[config.mk]
export PLATFORM = sky130hd
export DESIGN_NAME = regfile_param
export DESIGN_NICKNAME = d
export VERILOG_FILES = /design/src/rtl/regfile_param.sv
export SDC_FILE = /design/constraint.sdc
export NUM_CORES = 1
export LEC_CHECK = 0
export CORE_MARGIN = 10
export CORE_UTILIZATION = 48
export DETAILED_ROUTE_END_ITERATION = 10
export HOLD_SLACK_MARGIN = 0.12
export MAX_ROUTING_LAYER = met4
export PLACE_DENSITY = 0.8
export SYNTH_ARGS = -nofsm -noshare
export SYNTH_HDL_FRONTEND = slang
export SYNTH_SLANG_ARGS = --single-unit
[constraint.sdc]
create_clock -name clk -period 2.66 [get_ports clk]
set_input_delay 0.532 -clock clk [delete_from_list [all_inputs] [get_ports clk]]
set_output_delay 0.532 -clock clk [all_outputs]
set_load 0.005 [all_outputs]
[src/rtl/regfile_param.sv]
// Parametrised register file with optional zero register, optional write-to-read
// bypass and a sequential clear engine that zeroes one register per cycle.
module regfile_param #(
  parameter int DATA_W   = 8,
  parameter int ADDR_W   = 3,
  parameter int ZERO_REG = 1,
  parameter int BYPASS   = 1
) (
  input  logic                          clk,
  input  logic                          rst,
  input  logic                          we3,
  input  logic [ADDR_W-1:0]             wa3,
  input  logic [DATA_W-1:0]             wd3,
  input  logic [ADDR_W-1:0]             ra1,
  input  logic [ADDR_W-1:0]             ra2,
  output logic [DATA_W-1:0]             rd1,
  output logic [DATA_W-1:0]             rd2,
  input  logic                          clr_req,
  output logic                          busy,
  output logic [DATA_W*(2**ADDR_W)-1:0] regs_flat
);

  localparam int NREG = 2 ** ADDR_W;
  localparam logic [ADDR_W-1:0] LAST_IDX = ADDR_W'(NREG - 1);

  // Handshake: there is none. A write is accepted whenever we3=1 in IDLE with
  // rst=0; anything presented while busy is dropped without notice.
  typedef enum logic {
    IDLE  = 1'b0,
    CLEAR = 1'b1
  } state_t;

  state_t            state_q, state_d;
  logic [ADDR_W-1:0] cnt_q, cnt_d;
  logic              clear_en;
  logic              wr_acc;
  logic              zero_wa;

  assign clear_en = (state_q == CLEAR);
  assign busy     = clear_en;
  assign zero_wa  = (ZERO_REG != 0) && (wa3 == '0);
  assign wr_acc   = we3 && !rst && (state_q == IDLE) && !zero_wa;

  always_ff @(posedge clk) begin
    if (rst) begin
      state_q <= IDLE;
      cnt_q   <= '0;
    end else begin
      state_q <= state_d;
      cnt_q   <= cnt_d;
    end
  end

  always_comb begin
    state_d = state_q;
    cnt_d   = cnt_q;
    case (state_q)
      IDLE: begin
        if (clr_req) begin
          state_d = CLEAR;
          cnt_d   = '0;
        end
      end
      CLEAR: begin
        // clr_req is deliberately not looked at here: no restart, no extension.
        cnt_d = cnt_q + ADDR_W'(1);
        if (cnt_q == LAST_IDX) state_d = IDLE;
      end
      default: begin
        state_d = IDLE;
        cnt_d   = '0;
      end
    endcase
  end

  for (genvar g = 0; g < NREG; g++) begin : g_reg
    logic [DATA_W-1:0] q;
    if ((ZERO_REG != 0) && (g == 0)) begin : g_zero
      assign q = '0;
    end else begin : g_flop
      always_ff @(posedge clk) begin
        if (rst) begin
          q <= '0;
        end else if (clear_en && (cnt_q == ADDR_W'(g))) begin
          q <= '0;
        end else if (wr_acc && (wa3 == ADDR_W'(g))) begin
          q <= wd3;
        end
      end
    end
    assign regs_flat[g*DATA_W +: DATA_W] = q;
  end

  // Bypass forwards only writes that will actually land, so address 0 under
  // ZERO_REG and writes dropped during a clear are never forwarded.
  always_comb begin
    rd1 = regs_flat[ra1*DATA_W +: DATA_W];
    if ((BYPASS != 0) && wr_acc && (wa3 == ra1)) rd1 = wd3;
    if ((ZERO_REG != 0) && (ra1 == '0)) rd1 = '0;
  end

  always_comb begin
    rd2 = regs_flat[ra2*DATA_W +: DATA_W];
    if ((BYPASS != 0) && wr_acc && (wa3 == ra2)) rd2 = wd3;
    if ((ZERO_REG != 0) && (ra2 == '0)) rd2 = '0;
  end

endmodule

### Placed standard cells, run 1

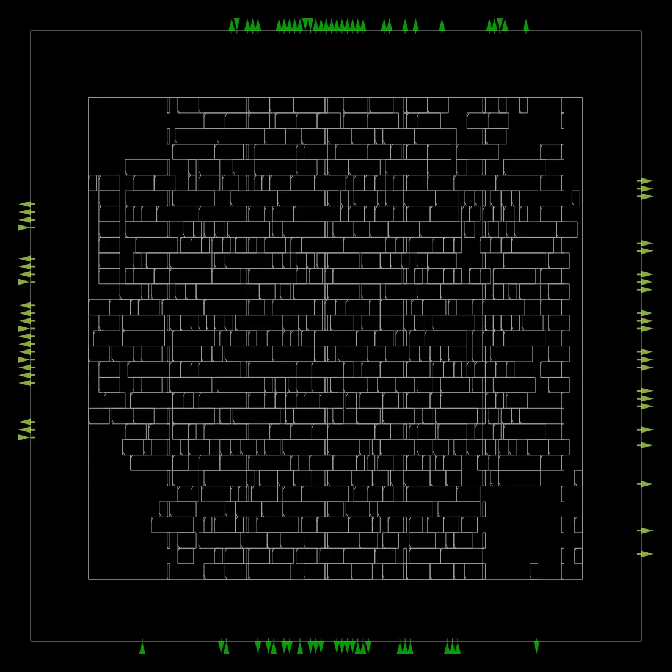
fin util: 72.8%
Post-Layout Cell Count: 635
core box area: 7290 sq um
seq_cells: 60
row count: 31

### Signal wires by layer, run 1

Only two layers are drawn.
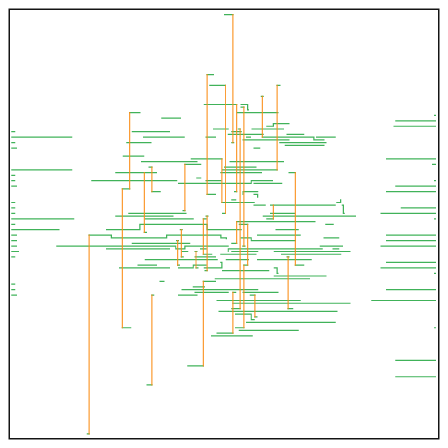
met3: drawn in green, wire length 1300 um. met4: drawn in orange, wire length 543 um.
Routed WL: 13.2 mm
Avg WL per Cell: 20.8 um
via count: 3858

### Where the registers sit, run 1

Other sequential cells in the stronger gray, the rest of the logic in the fainter gray.
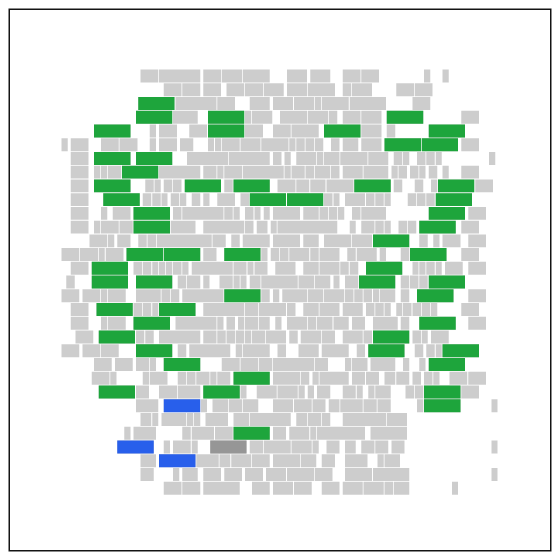
`g_reg.q`: drawn in green, sequential cells 56. `cnt_q`: drawn in blue, sequential cells 3.

==> flow_summary.ini, run 1 <==
; synthesis and place-and-route metrics
[cells_and_area]
n_all_inverters = 18
final_nets = 558
clk_share_pct = 3.75
nonClockBufferCount = 145
buffer_area_share_pct = 27.0
seq_area_share_pct = 22.6
antenna_cells = 0
logic_area_sq_um = 2280
areaGrowthSynthToFinish_pct = 46.4
comb_share_pct = 43.0
lay_top_count = clkdlybuf4s50_1
n_clock_buffer = 9

[power_and_ir_drop]
irDropWorstVdd_uv = 356
powerSeq_w = 0.000922
p_total_w = 0.00215
switching_share_pct = 28.6
seqPwrFrac_pct = 42.9
clockPowerShare_pct = 39.4

[synthesis]
yosys_cells = 412
ys_seq_share_pct = 33.1
yosysWarnings = 0
fa_ha_area_share_pct = 2.07
numSynthFlops = 60
simple_gate_share_pct = 16.4
flop_cell = dfxtp_1
ys_sh_aoi_pct = 14.8
synth-xor-area-share_pct = 0.725

[cts]
ctsHoldBuffers = 0
insertion_delay_ps = 350
clockRootBuffer = clkbuf_8
cts_resized = 129
cts_tree = done
numCtsBuffers = 9

[global_routing]
grt_util_all_layers_pct = 22.6
grt_pass1_vias = 3857

[critical_path]
crit_path_start = ra1[1]
r2r-end = g_reg[7].q[1]
cp-start-kind = input port
cp.required_ps = 2130
cp_max_fo = 14
critPathKind = input port to output port
worstSetupEndpointType = output port
crit_end = rd1[0]

[final_timing]
layout_setup_ws_ps = -76.4
fin_skew_ps = 6.44
rsz0062_at_grt = true
period_used_pct = 103
setup_violations = 7
finalHoldViolCount = 0
holdWs_ps = 500

[flow_run]
max_cap_viol_count = 0
warnings = 32

[status]
violations = negative setup slack
status = finished, violations left

[drt]
dr.pass1.iters = 5
ant_nets = 0
drt_iter0_drc = 471

[floorplanning]
floorplan.core_util_pct = 49.7
taps = 99

[place]
hpwl_mm = 9.39
place_ws_ps = -655
gp_congestion = 0.926

[hold_path]
hp-class = flip-flop to flip-flop
==> run 1: state kept, by name, summed over array words and instances (netlist names) <==
signal,count
busy,1
cnt_q,3
g.q,56
==> run 1: stage by stage <==
stage / area (sq um) / instances
after floorplan: 3650 / 419
after global placement: 4830 / 605
after detailed placement: 4830 / 605
after CTS: 5250 / 635
after global routing: 5310 / 635
final: 5310 / 635
==> run 1: cells in the mapped netlist, types with 2 or more instances <==
cell	number	area (sq um)
a21oi_1	55	275
nor2b_1	3	18.8
buf_2	11	55.1
a21o_1	4	30.0
dfxtp_1	60	1200
and2b_1	2	15.0
nand2_1	49	184
nand3_1	40	200
mux2i_1	18	180
mux4_2	16	360
a31o_2	3	26.3
xnor2_1	2	17.5
inv_1	18	67.6
and3_1	3	18.8
ha_1	6	75.1
mux2_2	32	360
a221oi_1	14	123
nor2_1	25	93.8
buf_1	5	18.8
buf_4	11	82.6
o211ai_1	2	15.0
clkbuf_1	17	63.8
==> run 1: worst min-delay path by stage <==
stage	startpoint	endpoint	slack (ps)	cells past startpoint
global placement	g_reg[6].q[5]	g_reg[6].q[5]	470	2
detailed placement	g_reg[6].q[5]	g_reg[6].q[5]	490	2
floorplan	g_reg[5].q[0]	g_reg[5].q[0]	470	2
global route	g_reg[6].q[5]	g_reg[6].q[5]	510	2
finish	g_reg[5].q[4]	g_reg[5].q[4]	500	2
CTS	g_reg[2].q[4]	g_reg[2].q[4]	500	2
==> run 1: layer usage <==
layer	track usage, %	vias up	share of wire, %
li1	-	1695	-
met1	25.8	1820	38
met2	37.0	280	48
met3	4.61	63	9.8
met4	11.1	0	4.1
met5	-	-	0
==> run 1: worst max-delay path, cell delays in order <==
cell and delay [ps]:
clkdlybuf4s50_1 490, buf_4 190, buf_4 170, a221oi_1 290, a21oi_1 130, mux2_4 290, buf_6 120
### The metal 2 layer, run 1

The bar under the picture is 20 um long.
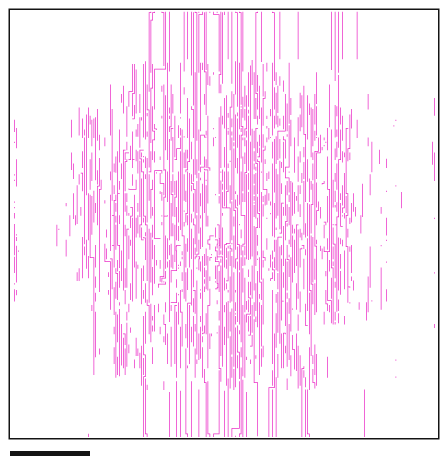

--- run 2 (diff from run 1) ---
--- a/config.mk
+++ b/config.mk
@@ -8,6 +8,7 @@
 export CORE_MARGIN = 10
 export CORE_UTILIZATION = 48
 export DETAILED_ROUTE_END_ITERATION = 10
+export GPL_ROUTABILITY_DRIVEN = 0
 export HOLD_SLACK_MARGIN = 0.12
 export MAX_ROUTING_LAYER = met4
 export PLACE_DENSITY = 0.8
### The metal 2 layer, run 2

The bar under the picture is 20 um long.
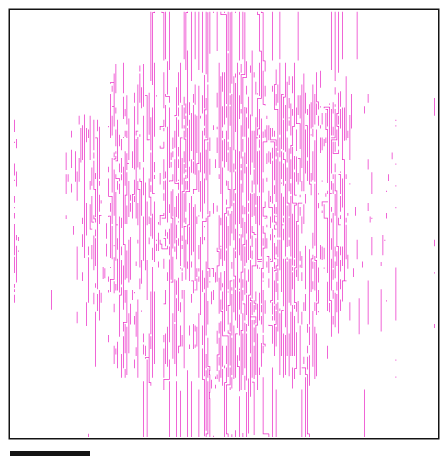
The longest straight run is 66.1 um. The layer holds 48% of the routed length. 489 nets have wire on it. The wires run mostly vertical. The layer carries 6440 um of wire.
via count: 3937
met2 Usage GRT: 36.3%
Routed WL: 13.4 mm

### Port wiring, run 2

The bar under the picture is 20 um long.
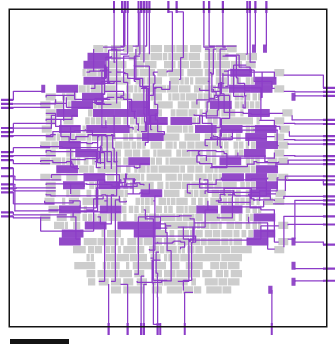
`regs_flat`: drawn in purple, bits 64, direction output, edge 22 right, 18 top, 16 left, 8 bottom, end cells 64, buffers 56, wire 3260 um.

==> flow_summary.ini, run 2 <==
; synthesis and place-and-route metrics
[flow_run]
warnings = 32
max_cap_viol_count = 0

[cells_and_area]
largest_reg_flops = 56
antenna_cells = 0
final_cell_mix = clkdlybuf4s50_1 (67), dfxtp_1 (60), a21oi_1 (55)
areaGrowthSynthToFinish_pct = 48.0
logic_area_sq_um = 2280
regMostFlops = g.q
drive_above_1_share_pct = 29.1
final_nets = 562
lay_top_count = clkdlybuf4s50_1

[synthesis]
synth-xor-area-share_pct = 0.725
ys_sh_aoi_pct = 14.8
yosysWarnings = 0
most_common_cell = dfxtp_1
synth_cell_type_count = 38
top_area_cell = dfxtp_1
yosys_cells = 412
avgSynthCellArea_sq_um = 8.80
top_area_share_pct = 33.1
ys_sh_mux_pct = 24.9
flop_cell = dfxtp_1
area_leaders = dfxtp_1 (33%), mux2_2 (9.9%), mux4_2 (9.9%)
simple_gate_share_pct = 16.4
ys_top_cells_by_count = dfxtp_1 (60), a21oi_1 (55), nand2_1 (49), nand3_1 (40), mux2_2 (32)
ys_seq_share_pct = 33.1
fa_ha_area_share_pct = 2.07
numSynthFlops = 60

[cts]
clock_sinks = 60
numCtsBuffers = 9
insertion_delay_ps = 340
cts_tree = done
ctsHoldBuffers = 0
cts_resized = 136

[critical_path]
path_cells = buf_8, or3b_4, a211oi_4, o2111ai_4, buf_6, mux2_4, buf_6
cp-start-kind = input port
worstSetupEndpointType = output port
worst_path_most_repeated_cell = buf_6
max_stage_delay_ps = 390
critPathKind = input port to output port
crit_path_top_delay_cell = or3b_4
cp.required_ps = 2130

[final_timing]
final_max_slew_viol_count = 0
finalHoldViolCount = 0
setup_violations = 12
rsz0062_at_grt = true
layout_setup_ws_ps = -58.8
fin_skew_ps = 5.83
period_used_pct = 102

[power_and_ir_drop]
p_total_w = 0.00222
irDropWorstVdd_uv = 258

[hold_path]
hold_path_depth = 2
hp-class = flip-flop to flip-flop

[drt]
wl_met1_mm = 4.92
top_layer_used = met4
drt_iter0_drc = 371
ant_nets = 0
wl_per_cell_um = 21.0
wl_met3_mm = 1.45
met2_length_mm = 6.44
dr.pass1.iters = 7

[status]
status = finished, violations left
violations = negative setup slack

[global_routing]
grt_util_all_layers_pct = 23.2
grt_pass1_vias = 3891

[floorplanning]
io_pins = 102
rows = 31
die_x_um = 107
floorplan.core_util_pct = 49.7

[place]
hpwl_mm = 9.05
==> run 2: cell counts after synthesis <==
No cell type changed its count.
==> run 2: cell type report <==
| cell class | count | area share (%) |
|---|---|---|
| Tap cell | 99 | 2.31 |
| Clock buffer | 11 | 2.63 |
| Clock inverter | 4 | 1.38 |
| Multi-Input combinational cell | 297 | 42.5 |
| Timing Repair Buffer | 149 | 27.5 |
| Sequential cell | 60 | 22.4 |
| Inverter | 18 | 1.26 |
==> run 2: critical path: cells and delay by family <==
| family | cells | cell delay, ps |
|---|---|---|
| AND/OR/NAND/NOR | 1 | 390 |
| buffers and inverters | 3 | 430 |
| multiplexers | 1 | 300 |
| AND-OR/OR-AND | 2 | 530 |
==> run 2: routing by layer <==
layer  track usage [%]  vias to the layer above
li1                  -                     1692
met1              27.3                     1868
met2              36.3                      318
met3              4.85                       59
met4              13.1                        0
met5                 -                        -
==> run 2: final timing paths <==
path                                     from             to  slack (ps)
worst max register to register           busy  g_reg[3].q[5]         800
worst min-delay path            g_reg[6].q[1]  g_reg[6].q[1]         500
worst min register to register  g_reg[6].q[1]  g_reg[6].q[1]         500
worst max-delay path                   wa3[2]         rd1[5]         -60
==> run 2: stage by stage <==
step | hold WS, ps | cells | worst slack, ps | area (sq um) | util (%)
final | 499 | 638 | -58.8 | 5370 | 73.6
after global routing | 508 | 638 | -100 | 5370 | 73.6
after CTS | 495 | 637 | -76.5 | 5290 | 72.6
after detailed placement | 486 | 605 | -633 | 4830 | 66.2
after global placement | 476 | 605 | -586 | 4830 | 66.2
after floorplan | 471 | 419 | 285 | 3650 | -
==> run 2: power breakdown <==
group,internal [W],total [W],switching [W]
registers,0.000909,0.000922,0.0000131
logic,0.000194,0.000390,0.000197
clock network,0.000548,0.000912,0.000364
total,0.00165,0.00222,0.000573
Power figures rest on the tool's default switching activity, not on a simulated workload.
